Fig. 1: run 1, selected gate families
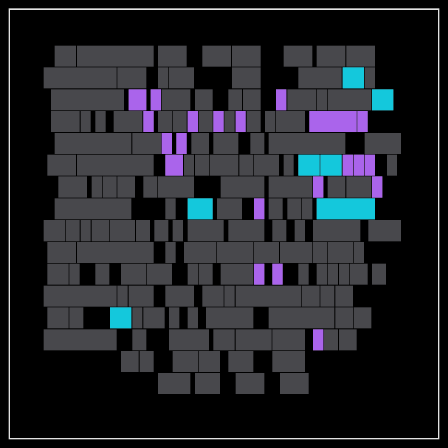
Fig. 2: run 1, ports around the boundary
Bar = 20 um. Pins as bars across the die edge, other pins in grey.
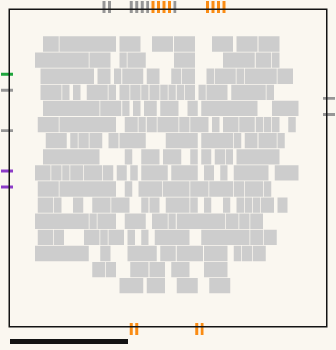
Fig. 3: run 1, signal metal coverage by tile
11 x 11 tiles, from white (low) to dark blue (high), scaled to the fullest tile. Values are wire area over tile area, all layers added.
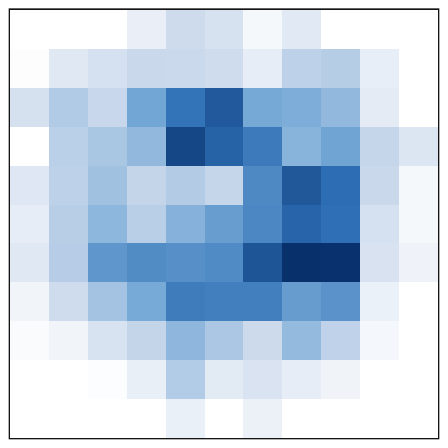
**config.mk**
```make
export PLATFORM = sky130hd
export DESIGN_NAME = csp_channel_merge
export DESIGN_NICKNAME = d
export VERILOG_FILES = /design/src/rtl/csp_chan_pkg.sv /design/src/rtl/csp_channel_merge_rr_pick.sv /design/src/rtl/csp_channel_merge.sv
export SDC_FILE = /design/constraint.sdc
export NUM_CORES = 1
export LEC_CHECK = 0
export CAP_MARGIN = 20
export CORE_MARGIN = 4
export CORE_UTILIZATION = 56
export CTS_BUF_LIST = sky130_fd_sc_hd__clkbuf_4
export CTS_CLUSTER_DIAMETER = 80
export DETAILED_ROUTE_END_ITERATION = 16
export GPL_TIMING_DRIVEN = 0
export MAX_ROUTING_LAYER = met4
export PLACE_DENSITY = 0.88
export SLEW_MARGIN = 25
export SYNTH_ARGS = -nofsm -noshare
export SYNTH_HDL_FRONTEND = slang
export SYNTH_SLANG_ARGS = --single-unit
```
**constraint.sdc**
```tcl
create_clock -name CLK -period 4.07 [get_ports CLK]
set_clock_uncertainty 0.05 [all_clocks]
set_input_delay 0.814 -clock CLK [delete_from_list [all_inputs] [get_ports CLK]]
set_output_delay 0.814 -clock CLK [all_outputs]
set_load 0.02 [all_outputs]
```
**src/rtl/csp_chan_pkg.sv**
```systemverilog
// csp_chan_pkg: shared 1-of-N channel definitions used by the merge and the node/channel converters.
package csp_chan_pkg;
    localparam int CHAN_NEUTRAL = -1;
    typedef enum logic {CH_EMPTY, CH_FULL} chan_state_e;
    function automatic logic chan_legal(input int v, input int radix);
        return v >= 0 && v < radix;
    endfunction
endpackage

```
**src/rtl/csp_channel_merge_rr_pick.sv**
```systemverilog
// rr_pick: combinational round-robin picker, searching from last_i+1 and wrapping at N-1.
module rr_pick #(
    parameter int N  = 4,
    parameter int IW = $clog2(N)
) (
    input  logic [N-1:0]  req_i,
    input  logic [IW-1:0] last_i,
    output logic [N-1:0]  gnt_o,
    output logic [IW-1:0] idx_o,
    output logic          any_o
);
    logic [IW-1:0] j;
    always_comb begin
        gnt_o = '0;
        idx_o = '0;
        any_o = 1'b0;
        j     = '0;
        for (int k = 1; k <= N; k++) begin
            j = IW'((int'(last_i) + k) % N);
            if (!any_o && req_i[j]) begin
                any_o    = 1'b1;
                idx_o    = j;
                gnt_o[j] = 1'b1;
            end
        end
    end
endmodule

```
**src/rtl/csp_channel_merge.sv**
```systemverilog
// csp_channel_merge: fair N-to-1 merge of 1-of-base channels into a one-token output buffer.
module csp_channel_merge
    import csp_chan_pkg::*;
#(
    parameter int NUM_IN  = 4,
    parameter int base    = 4,
    parameter int numBits = 3
) (
    input  logic                          CLK,
    input  logic                          RESET,
    input  logic [NUM_IN*numBits-1:0]     in_data,
    output logic [NUM_IN-1:0]             in_enable,
    output logic signed [numBits-1:0]     out_data,
    output logic [$clog2(NUM_IN)-1:0]     out_src,
    input  logic                          out_enable,
    input  logic                          err_clr,
    output logic                          protocol_err
);
    localparam int IW = $clog2(NUM_IN);

    logic signed [numBits-1:0] slot [NUM_IN];
    logic [NUM_IN-1:0]         req, bad, gnt;
    logic [IW-1:0]             gnt_idx, last_q, src_q;
    logic                      any, take, err_q;
    logic signed [numBits-1:0] sel, data_q;
    chan_state_e               state_q;

    for (genvar g = 0; g < NUM_IN; g++) begin : g_slot
        assign slot[g] = in_data[g*numBits +: numBits];
        assign req[g]  = chan_legal(int'(slot[g]), base);
        assign bad[g]  = !req[g] && int'(slot[g]) != CHAN_NEUTRAL;
    end

    rr_pick #(.N(NUM_IN), .IW(IW)) u_pick (
        .req_i (req),
        .last_i(last_q),
        .gnt_o (gnt),
        .idx_o (gnt_idx),
        .any_o (any)
    );

    assign take      = !RESET && any && (state_q == CH_EMPTY || out_enable);
    assign in_enable = {NUM_IN{take}} & gnt;

    always_comb begin
        sel = '0;
        for (int i = 0; i < NUM_IN; i++)
            if (gnt[i]) sel = slot[i];
    end

    always_ff @(posedge CLK or posedge RESET) begin
        if (RESET) begin
            state_q <= CH_EMPTY;
            data_q  <= numBits'(CHAN_NEUTRAL);
            src_q   <= '0;
            last_q  <= IW'(NUM_IN - 1);
            err_q   <= 1'b0;
        end else begin
            if (take) begin
                state_q <= CH_FULL;
                data_q  <= sel;
                src_q   <= gnt_idx;
                last_q  <= gnt_idx;
            end else if (state_q == CH_FULL && out_enable) begin
                state_q <= CH_EMPTY;
                data_q  <= numBits'(CHAN_NEUTRAL);
            end
            err_q <= (|bad) || (err_q && !err_clr);
        end
    end

    assign out_data     = data_q;
    assign out_src      = src_q;
    assign protocol_err = err_q;
endmodule

```
==> run notes, run 1 <==
Entry: Yosys synthesis followed by OpenROAD place and route.

Outcome:
- The flow ran to the end, and the final reports show no timing, DRC or antenna violations.

Routing:
- The run gives the average detailed-routed wire length per instance as 15.8 um.
- The run gives the tally of nets with antenna violations remaining after routing as 0.
- The run gives the number of detailed-route iterations in the first pass as 4.
- The run puts the detailed-route DRC error count at 0.
- The run gives the total wirelength of the detailed-routed design as 3.11 mm.

Die:
- The run gives the effective utilization at floorplan as a little under 60%.
- The die is 53.3 um tall.
- The run puts the top-level I/O count at 26.

Global route:
- The run gives the overall overflow remaining after global route as 0.
- Entering global routing, the biggest net connects 11 pins.
- The number of global-route vias before repair came to ~1100.

STA:
- The final layout reports a setup TNS of 0 ns.
- The run puts the maximum frequency from static timing analysis at about 260 MHz.
- The run gives the clock period minus final worst setup slack as about 3.9 ns.
- Setup repair after global routing left no endpoint under its margin.

Final layout:
- The run gives the post-layout net count as 192.
- The flow measured a signed area growth from synthesis to layout of 27.5%.
- Summing all multi-input logic gate instances after layout gives roughly 820 um^2.

Setup path:
- The run gives the category of the worst setup path launch point as a flop.
- The arrival time of data at the worst endpoint is listed as around 3.1 ns.
- The endpoint identified for the worst register-to-register timing path is out_data[0]$_DFFE_PP1P_.
- The run gives the slack of the worst reg-to-reg path as about 1.1 ns.
- The critical path maximum fanout is 10.

Synthesis:
- The run gives the area fraction in mux cells as just under 8%.
- The run gives the yosys synthesis chip area as 1150 um^2.

Run:
- Across the run, the number of max-cap violations was 0.
- The logs give a warning total of 30.

Clock network:
- The run gives the CTS tree as yes.

Placed design:
- RePlAce ended its routability-driven mode at a weighted congestion of 0.821.
- The run puts the post-place setup slack at 0.00884 ns.
- The run puts the post-DP HPWL at approximately 2.5 mm.

Hold path:
- The run gives the path category of the worst min-delay check as reg2reg.
-- Fig. 1 (at the start) --
non-inverting ao/oa cells: shown in cyan, cells 7, most used a21o_1. nor cells: shown in purple, cells 21, most used nor2_1.

-- Fig. 2 (at the start) --
`out_src`: shown in purple, pins 2, direction output, edge left. `in_data`: shown in orange, pins 12, direction input, edge 8 top, 4 bottom. `CLK`: shown in green, pins 1, direction input, edge left.

-- Fig. 3 (at the start) --
The emptiest ninth of the die: bottom left. 22% of the tiles are nearly empty. The fullest tile reaches 0.62. 22% of the tiles are over half the peak.

==> run 1: report_power, final <==
part	switching [W]	total (W)	leakage (nW)	internal [W]
Sequential	0.0000273	0.000171	0.0962	0.000144
Clock	0.0000260	0.0000701	0.0184	0.0000441
Combinational	0.000572	0.00100	0.511	0.000429
Total	0.000626	0.00124	0.626	0.000617
==> run 1: stage by stage <==
| step | cells | cell area (um^2) |
|---|---|---|
| after floorplan | 142 | 1150 |
| after global placement | 193 | 1430 |
| after detailed placement | 193 | 1430 |
| after CTS | 197 | 1470 |
| after global routing | 197 | 1470 |
| final | 197 | 1470 |
==> run 1: layout by cell type, fill, tap and decap left out, types with 4 or more instances in the layout <==
cell,n
sky130_fd_sc_hd__nor2_1,18
sky130_fd_sc_hd__a21o_1,5
sky130_fd_sc_hd__buf_2,4
sky130_fd_sc_hd__clkbuf_4,4
sky130_fd_sc_hd__o22ai_1,8
sky130_fd_sc_hd__clkdlybuf4s50_1,20
sky130_fd_sc_hd__nand2_1,20
sky130_fd_sc_hd__o21ai_0,6
sky130_fd_sc_hd__dfrtp_1,4
sky130_fd_sc_hd__ha_1,4
sky130_fd_sc_hd__nand2b_1,5
sky130_fd_sc_hd__dfstp_2,5
sky130_fd_sc_hd__inv_1,9
sky130_fd_sc_hd__a21oi_1,10
==> run 1: per-layer routing <==
layer / vias to the layer above / wire length (um) / track usage (%)
li1: 568 / - / -
met1: 576 / 1270 / 29.7
met2: 62 / 1610 / 41.4
met3: 8 / 187 / 3.38
met4: 0 / 38 / 13.6
met5: - / 0 / -
==> run 1: cells by family after synthesis <==
| logic type | after synthesis |
|---|---|
| compound gates | 50 |
| xor+xnor | 2 |
| flops | 9 |
| simple gates | 52 |
| mux | 6 |
| buf+inv | 18 |
| fa+ha+maj | 5 |
==> run 1: critical path, cell delays in order (launching register included) <==
cell	delay [ns]
sky130_fd_sc_hd__dfstp_2	0.57
sky130_fd_sc_hd__buf_2	0.24
sky130_fd_sc_hd__inv_1	0.13
sky130_fd_sc_hd__ha_2	0.42
sky130_fd_sc_hd__mux4_2	0.38
sky130_fd_sc_hd__buf_6	0.18
sky130_fd_sc_hd__o21ai_1	0.21
sky130_fd_sc_hd__o221ai_4	0.17
sky130_fd_sc_hd__nor2b_1	0.17
sky130_fd_sc_hd__dlygate4sd2_1	0.32
==> run 1: registers in the layout, indices dropped and copies added (netlist names) <==
name,cells
out_src,2
last_q,2
state_q,1
protocol_err,1
out_data,3
==> run 1: cell type report <==
type,instances,share of cell area [%]
Sequential cell,9,15.8
Multi-Input combinational cell,115,56.1
Clock buffer,4,2.05
Inverter,9,2.30
Tap cell,27,2.30
Timing Repair Buffer,24,16.0
Buffer,9,5.46
==> run 1: repair_timing <==
item	in CTS	in global routing
endpoints found under the hold margin	0	0
setup endpoints to repair	3	3
hold buffers	0	0
gates resized	5	4
==> run 1 -> run 2 <==
- CTS_CLUSTER_SIZE: default -> 28
- PLACE_DENSITY: 0.88 -> 0.85
==> run 2 against run 1 <==
Against the previous run:
- area after synthesis stayed put
- non-clock buffer count stayed put
- die area stayed put
- register-to-register slack better by 0.08 ns
- global-route usage is 0.51 points lower
- critical path type unchanged
- critical endpoint is now in_enable[1]
==> run notes, run 2 <==
Entry: Yosys synthesis followed by OpenROAD place and route.

Outcome:
- The run finished with clean final reports.

Die:
- The run puts the effective utilization at floorplan at 58.7%.
- The run gives the top-level I/O count as 26.

Routing:
- Before antenna repair, the detailed router went through 4 iterations.
- The run puts the average detailed-routed wire length per instance at 15.8 um.
- The run puts the tally of nets with antenna violations remaining after routing at 0.
- The wire length recorded after detailed routing is 3.12 mm.
- The script parses the final routing iteration and logs DRC violations as 0.

Synthesis:
- The synthesized netlist has a Yosys-reported chip area of 1150 um^2.

Setup path:
- The critical path maximum fanout is 10.
- The most numerous cell type found on the critical path is sky130_fd_sc_hd__nor2_1.
- The worst setup path is launched from a flop.
- The timing report shows that the slowest cell on the worst path is sky130_fd_sc_hd__dfstp_2.
- The cell sequence reported for the critical path is buf_2, inv_1, ha_1, mux2_2, o22ai_1, a21oi_1, a21oi_2, nor2_1, nor2_1, dlygate4sd2_1.

Final layout:
- The run puts the growth of design area from synthesis to finish at 27.6%.
- The count of cells in the finished layout, fillers not included, comes to 197.
- Leaving out fill and tap cells, the most frequent cells in the layout are sky130_fd_sc_hd__nand2_1, sky130_fd_sc_hd__clkdlybuf4s50_1, sky130_fd_sc_hd__nor2_1.

STA:
- Setup repair after global routing left no endpoint under its margin.
- The highest clock rate this design can be run at is 254 MHz.
- Adding up every negative setup slack in the final design gives 0 ns.

Placed design:
- The run gives the final weighted congestion of routability-driven global placement as 0.867.
- The run puts the placed cell count at 193.

Run:
- The run gives the OpenROAD warning count as 30.
- Max-cap violations in this run came to 0.

Clock network:
- On the worst setup and hold paths after CTS, the clock-pin slew comes to 0.06 ns.
- TritonCTS built the clock tree.

Global route:
- The run puts the maximum number of pins on one net before global-route repair at 11.
- The run puts the number of global-route vias before repair at 1140.

Hold path:
- The run gives the path category of the worst min-delay check as reg2reg.
[run 2: cell types whose count changed in the layout (fill, tap and decap cells not counted)]
cell / previous run / this run
sky130_fd_sc_hd__clkbuf_2: 1 / 0
sky130_fd_sc_hd__dlygate4sd2_1: 2 / 3
sky130_fd_sc_hd__ha_1: 4 / 5
sky130_fd_sc_hd__ha_2: 1 / 0
[run 2: critical path, delay by kind of cell (launching register included)]
family,cells,cell delay [ns]
adders and majority gates,1,0.40
AOI/OAI and AO/OA,3,0.56
buffers and inverters,3,0.71
and+or+nand+nor,2,0.18
muxes,1,0.39
DFF,1,0.56
[run 2: repair_timing]
item                                    in CTS  in global routing
endpoints found under the setup margin       2                  1
hold buffers                                 0                  0
endpoints found under the hold margin        0                  0
setup buffers                                0                  0
gates resized                                5                  1
[run 2: kinds of logic (layout without fill, tap and decap cells)]
family                   after synthesis  after routing  share of synthesized area [%]
AND-OR/OR-AND                         50             50                           33.7
XOR/XNOR                               2              2                           1.52
adder cells (fa/ha/maj)                5              5                           5.43
buffers and inverters                 18             46                           9.89
flip-flops                             9              9                           20.1
multiplexers                           6              6                           7.83
AND/OR/NAND/NOR                       52             52                           21.5
[run 2: where the power goes]
group / internal [W] / switching, W
Clock: 0.0000444 / 0.0000313
Sequential: 0.000143 / 0.0000248
Combinational: 0.000425 / 0.000559
[run 2: final timing paths]
kind,from,endpoint,slack [ns],cells after the start
setup reg to reg,last_q[1]$_DFFE_PP1P_,out_data[0]$_DFFE_PP1P_,1.15,10
hold reg to reg,out_src[0]$_DFFE_PP0P_,out_src[0]$_DFFE_PP0P_,0.46,2
setup / recovery,last_q[1]$_DFFE_PP1P_,in_enable[1],0.13,10
min in group asynchronous,RESET,state_q$_DFFE_PP0P_,0.76,2
hold / removal,out_src[0]$_DFFE_PP0P_,out_src[0]$_DFFE_PP0P_,0.46,2
max in group asynchronous,RESET,out_data[0]$_DFFE_PP1P_,2.90,2
[run 2: area by class of cell]
| type | count | area [um^2] | area share [%] |
|---|---|---|---|
| clock buffer | 4 | 30.0 | 2.04 |
| multi-input combinational | 115 | 821 | 55.9 |
| inverter | 9 | 33.8 | 2.30 |
| timing repair buffer | 24 | 239 | 16.3 |
| tap | 27 | 33.8 | 2.30 |
| sequential | 9 | 231 | 15.8 |
| buffer | 9 | 80.1 | 5.45 |
[run 2: stage by stage]
| step | setup WS, ns | area, um^2 |
|---|---|---|
| CTS | 0.00323 | 1470 |
| global placement | 0.00253 | 1430 |
| finish | 0.126 | 1470 |
| floorplan | 0.814 | 1150 |
| global route | 0.00824 | 1470 |
| detailed placement | -0.0451 | 1430 |
[run 2: routing by layer]
metal	GRT usage [%]	vias up	routed length [um]
li1	-	569	-
met1	30.3	545	1350
met2	40.6	38	1560
met3	2.82	11	131
met4	11.1	0	73
met5	-	-	0
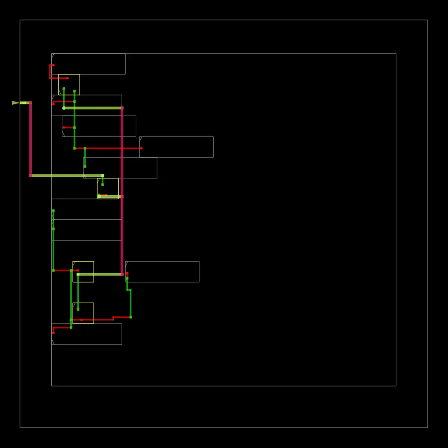
Fig. 4. Clock routing (run 2).
worst-skew pair later-pin latency: 0.27 ns
power attributed to the clock group: 0.0000758 W
Sink Count: 9
count of clock buffers in the final design: 4

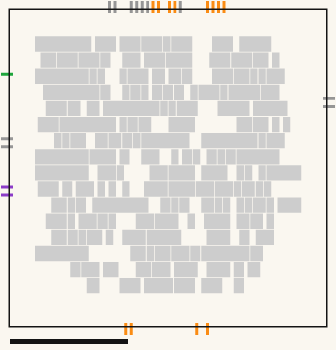
Fig. 5. Ports around the boundary (run 2).
Bar = 20 um. Pins as bars across the die edge, other pins in grey.
`CLK`: shown in green, pins 1, direction input, edge left. `in_data`: shown in orange, pins 12, direction input, edge 8 top, 4 bottom. `out_src`: shown in purple, pins 2, direction output, edge left.
All pins by edge: 15 top, 5 left, 4 bottom, 2 right.

Power and IR drop assume default switching activity.
